==> src/rtl/reg_write_arbiter.sv <==
// reg_write_arbiter: arbitrates the single register-file write port between
// the pipeline writeback (WB) and a DEPTH-entry FIFO of multi-cycle-unit
// (MDU) results. WB normally wins. When the FIFO has lost the port for
// STARVE_LIMIT consecutive cycles, stall_req is raised and the FIFO drains
// with priority until it is empty.
//
// Ports:
//   clk, rst                      clock, async active-high reset
//   wb_write/wb_add/wb_data       writeback write request
//   mdu_valid/mdu_add/mdu_data    MDU result offer; mdu_ready accepts it
//   chk1_add/chk2_add             hazard lookups; chkN_busy if queued
//   write_signal/add/data         register-file write port
//   stall_req                     pipeline must hold writeback
//   wb_drop                       WB request refused this cycle
//   pending                       number of queued entries
module reg_write_arbiter #(
  parameter int unsigned WORD_LEN     = 32,
  parameter int unsigned DEPTH        = 4,
  parameter int unsigned STARVE_LIMIT = 4
) (
  input  logic                     clk,
  input  logic                     rst,
  input  logic                     wb_write,
  input  logic [4:0]               wb_add,
  input  logic [WORD_LEN-1:0]      wb_data,
  input  logic                     mdu_valid,
  input  logic [4:0]               mdu_add,
  input  logic [WORD_LEN-1:0]      mdu_data,
  output logic                     mdu_ready,
  input  logic [4:0]               chk1_add,
  input  logic [4:0]               chk2_add,
  output logic                     chk1_busy,
  output logic                     chk2_busy,
  output logic                     write_signal,
  output logic [4:0]               write_add,
  output logic [WORD_LEN-1:0]      write_data,
  output logic                     stall_req,
  output logic                     wb_drop,
  output logic [$clog2(DEPTH):0]   pending
);

  localparam int unsigned PTR_W  = $clog2(DEPTH);
  localparam int unsigned PEND_W = PTR_W + 1;
  localparam int unsigned CNT_W  = $clog2(STARVE_LIMIT + 1);

  logic [4:0]          mem_add  [DEPTH];
  logic [WORD_LEN-1:0] mem_data [DEPTH];
  logic [DEPTH-1:0]    valid;
  logic [PTR_W-1:0]    rd_ptr;
  logic [PTR_W-1:0]    wr_ptr;
  logic [CNT_W-1:0]    starve_cnt;
  logic [CNT_W-1:0]    starve_nxt;
  logic                stall_nxt;
  logic                grant_fifo;
  logic                grant_wb;
  logic                push;
  logic                pop;
  logic                fifo_empty;

  // Handshake and grant decisions, all from registered state plus this cycle's requests.
  always_comb begin
    fifo_empty = (pending == PEND_W'(0));
    mdu_ready  = !rst && (pending < PEND_W'(DEPTH));
    push       = mdu_valid && mdu_ready && (mdu_add != 5'd0);
    grant_fifo = !rst && !fifo_empty && (stall_req || !wb_write);
    grant_wb   = !rst && wb_write && !stall_req;
    pop        = grant_fifo;
    wb_drop    = !rst && wb_write && stall_req;
  end

  // Register-file write port follows the granted source; idle drives zeros.
  always_comb begin
    write_signal = 1'b0;
    write_add    = 5'd0;
    write_data   = '0;
    if (grant_fifo) begin
      write_signal = 1'b1;
      write_add    = mem_add[rd_ptr];
      write_data   = mem_data[rd_ptr];
    end else if (grant_wb) begin
      write_signal = 1'b1;
      write_add    = wb_add;
      write_data   = wb_data;
    end
  end

  // Starvation counter and stall flag next values.
  always_comb begin
    starve_nxt = starve_cnt;
    stall_nxt  = stall_req;
    if (fifo_empty || grant_fifo) begin
      starve_nxt = CNT_W'(0);
    end else if (grant_wb && (starve_cnt < CNT_W'(STARVE_LIMIT))) begin
      starve_nxt = starve_cnt + CNT_W'(1);
    end
    // Last entry leaving with nothing arriving ends the drain.
    if (pop && (pending == PEND_W'(1)) && !push) begin
      stall_nxt = 1'b0;
    end else if (starve_nxt == CNT_W'(STARVE_LIMIT)) begin
      stall_nxt = 1'b1;
    end
  end

  // Hazard lookups see only entries already queued; register 0 is never busy.
  always_comb begin
    chk1_busy = 1'b0;
    chk2_busy = 1'b0;
    for (int i = 0; i < DEPTH; i++) begin
      if (valid[i] && (mem_add[i] == chk1_add)) chk1_busy = 1'b1;
      if (valid[i] && (mem_add[i] == chk2_add)) chk2_busy = 1'b1;
    end
    if (rst || (chk1_add == 5'd0)) chk1_busy = 1'b0;
    if (rst || (chk2_add == 5'd0)) chk2_busy = 1'b0;
  end

  // Control state: pointers, occupancy, valid flags, starvation tracking.
  always_ff @(posedge clk or posedge rst) begin
    if (rst) begin
      rd_ptr     <= '0;
      wr_ptr     <= '0;
      pending    <= '0;
      valid      <= '0;
      starve_cnt <= '0;
      stall_req  <= 1'b0;
    end else begin
      if (push) wr_ptr <= wr_ptr + PTR_W'(1);
      if (pop)  rd_ptr <= rd_ptr + PTR_W'(1);
      case ({push, pop})
        2'b10:   pending <= pending + PEND_W'(1);
        2'b01:   pending <= pending - PEND_W'(1);
        default: pending <= pending;
      endcase
      // A full FIFO refuses pushes, so a set and clear never hit the same slot.
      if (pop)  valid[rd_ptr] <= 1'b0;
      if (push) valid[wr_ptr] <= 1'b1;
      starve_cnt <= starve_nxt;
      stall_req  <= stall_nxt;
    end
  end

  // Payload storage; qualified by valid, so no reset needed.
  always_ff @(posedge clk) begin
    if (push) begin
      mem_add[wr_ptr]  <= mdu_add;
      mem_data[wr_ptr] <= mdu_data;
    end
  end

endmodule
==> config.mk <==
export PLATFORM = sky130hd
export DESIGN_NAME = reg_write_arbiter
export DESIGN_NICKNAME = d
export VERILOG_FILES = /design/src/rtl/reg_write_arbiter.sv
export SDC_FILE = /design/constraint.sdc
export NUM_CORES = 1
export LEC_CHECK = 0
export CORE_UTILIZATION = 40
export DETAILED_ROUTE_END_ITERATION = 10
export PLACE_DENSITY = 0.61
export SLEW_MARGIN = 10
export SYNTH_ARGS = -nofsm -noshare
export SYNTH_HDL_FRONTEND = slang
export SYNTH_SLANG_ARGS = --single-unit
==> constraint.sdc <==
create_clock -name clk -period 5.6 [get_ports clk]
set_input_delay 1.4 -clock clk [delete_from_list [all_inputs] [get_ports clk]]
set_output_delay 1.4 -clock clk [all_outputs]
set_load 0.1 [all_outputs]
Routed clock nets over the placement:
The bar under the picture is 50 microns long.
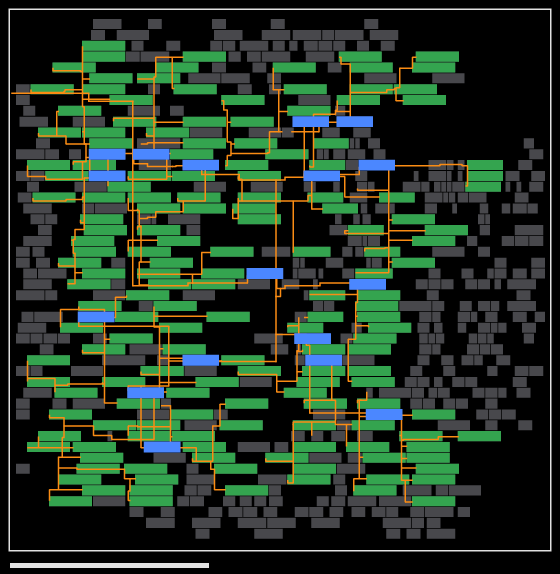
legend:
  clock-net drivers:
    colour: blue
    count: 17
  clock wires:
    colour: orange
    length: 1,750 microns
  flip-flops:
    colour: green
    count: 163
flops lie: all over the die
routed clock nets: 18
Clk Latency, worst-skew pair: 410 ps
clock skew: 9.30 ps
Clock Power Share: 0.230

Track usage over the die:
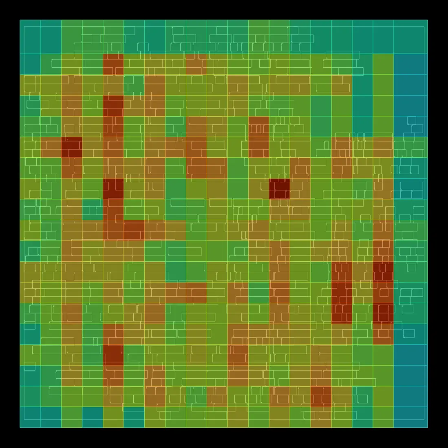
GR Util met3: 0.0516
fin util: 0.554

Placement by cell class:
The bar under the picture is 50 microns long.
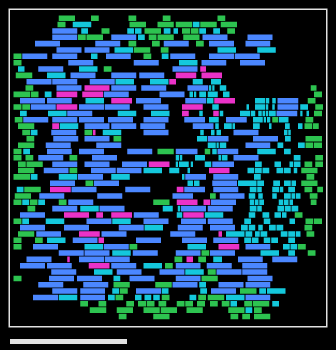
legend:
  remaining logic cells:
    colour: cyan
    cells: 210
    share_of_their_area: 23%
  remaining buffers and delay cells:
    colour: green
    cells: 138
    share_of_their_area: 19%
  clock drivers and dummy loads:
    colour: magenta
    cells: 32
    share_of_their_area: 6.2%
  registers:
    colour: blue
    cells: 163
    share_of_their_area: 52%
core region area: 17,400 sq um
post-route design area: 9620 sq um
Core Rows: 48

Logic cells by family:
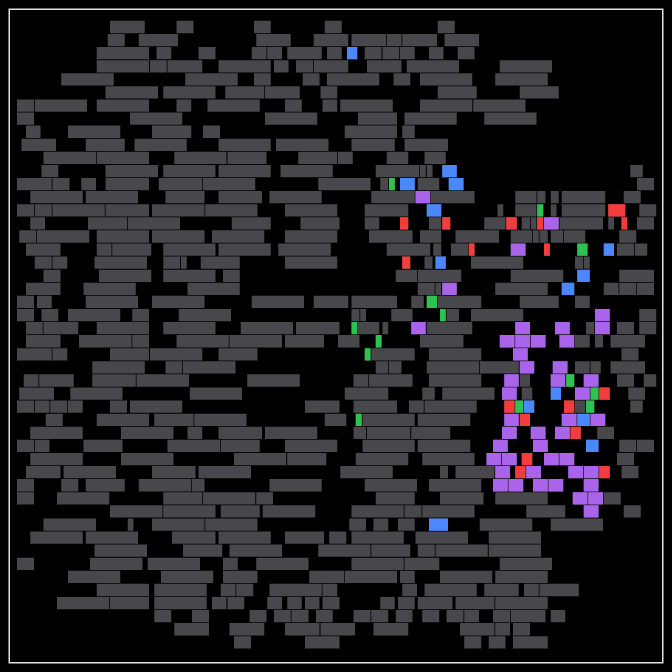
legend:
  nand cells:
    colour: green
    cells: 13
  nor cells:
    colour: red
    cells: 17
  and/or cells:
    colour: blue
    cells: 14
  xor and xnor cells:
    colour: purple
    cells: 45
Layout Cells excl Fill: 768
most common library cell in the layout ignoring fill and taps: sky130_fd_sc_hd__edfxtp_1

==> run notes <==
The layout was made with Yosys and OpenROAD.

At the end of routability-driven placement, the weighted congestion stood at 0.932. The critical register-to-register path endpoint is pending[2]. The synthesized netlist occupies a cell area of slightly above 7000 sq um. The routed length on met1 is 6.79 mm. After synthesis, the netlist uses 34 different library cells. The combinational share of cell area is 0.221. Setup repair after global routing left no endpoint under its margin. The flow ran to the end, and the final reports show no timing, DRC or antenna violations. TritonCTS built the clock tree.

Per the detailed placement report, the placed cell area equals 9040 sq um. Entering global routing, the biggest net connects around 41 pins. The share of synthesized registers carrying an async set or reset is 0.0920. The H-tree was split into 4 levels. The root buffer cell is sky130_fd_sc_hd__clkbuf_16. Registers represent a cell area share of 0.501. Per the synthesis report, the dominant area consumer among library cells is sky130_fd_sc_hd__edfxtp_1. The most critical hold endpoint after final layout shows a slack of 540 ps.

The highest achievable clock rate is 212 MHz. STA classifies the critical path endpoint as an output port. Setup total negative slack on the finished layout was measured at 0 ps. The post-synthesis cell count from yosys is ~400.

The largest part of the power goes to combinational cells. The simple-gate portion of the synthesized area is 0.0365. The script extracted a total leakage power of 3.36 nW. The switching power is 1.94 mW.

In this run, synthesis inferred 148 flip-flops with an integrated enable. The timing report gives the worst reg2reg path a setup slack of between 2000 and 3000 ps. The longest incremental delay of any stage on the critical path is reported as around 550 ps. For met1 alone, demand over resource in global routing was 0.228. The detail route stage leaves a number of antenna-violating nets equal to 0. The met3 wirelength from detailed routing is between 600 and 700 microns. The most numerous cell type found on the critical path is sky130_fd_sc_hd__buf_12.

The register bank with the most flops is mem_data. The number of warning messages in the yosys log is 0. The total count of hold-check failures in the final report is 0. The horizontal die dimension is roughly 140 microns.

The pin closest to its max-slew limit shows a slew of 1060 ps. The area fraction of the dominant cell type after synthesis is 0.624. The endpoint of the worst hold path is reported as valid[2]. Counting instances in the post-synthesis netlist gives the leading cell types as sky130_fd_sc_hd__edfxtp_1 (148), sky130_fd_sc_hd__a22o_1 (37), sky130_fd_sc_hd__mux4_2 (37). The power report attributes to the combinational group a share of 0.442. The violation tally recorded at the end of detailed-routing iteration 0 is roughly 150.

The area taken by sequential standard cells is reported as 4820 sq um. The proportion of layout cells with a drive suffix above 1 is 0.232. Ranked by total cell area, the synthesized netlist is headed by sky130_fd_sc_hd__edfxtp_1 (62%), sky130_fd_sc_hd__mux4_2 (12%), sky130_fd_sc_hd__dfrtp_1 (5.3%), sky130_fd_sc_hd__a22o_1 (4.5%), sky130_fd_sc_hd__xor2_1 (3.9%). Sequential power for this build is 1.62 mW. Cell internal power was estimated by the tool at ~3.0 mW. Buffers inserted during clock tree synthesis total 17.

The tally of filler cells in the layout is around 1,400. The met2 track utilization from global routing is 0.287. The share of final layout cell area taken by non-clock buffers is 0.183. According to the report, the first pass of detailed routing completed in 4 iterations. The maximum fanout along the worst path is 26.

The registers reported with the highest flop counts are mem_data (128), mem_add (20), valid (4). The tally of buffers added on design ports is about 130. The number of buffer and inverter instances along the worst setup path is 4.
Power is estimated from default activity; no workload was simulated.
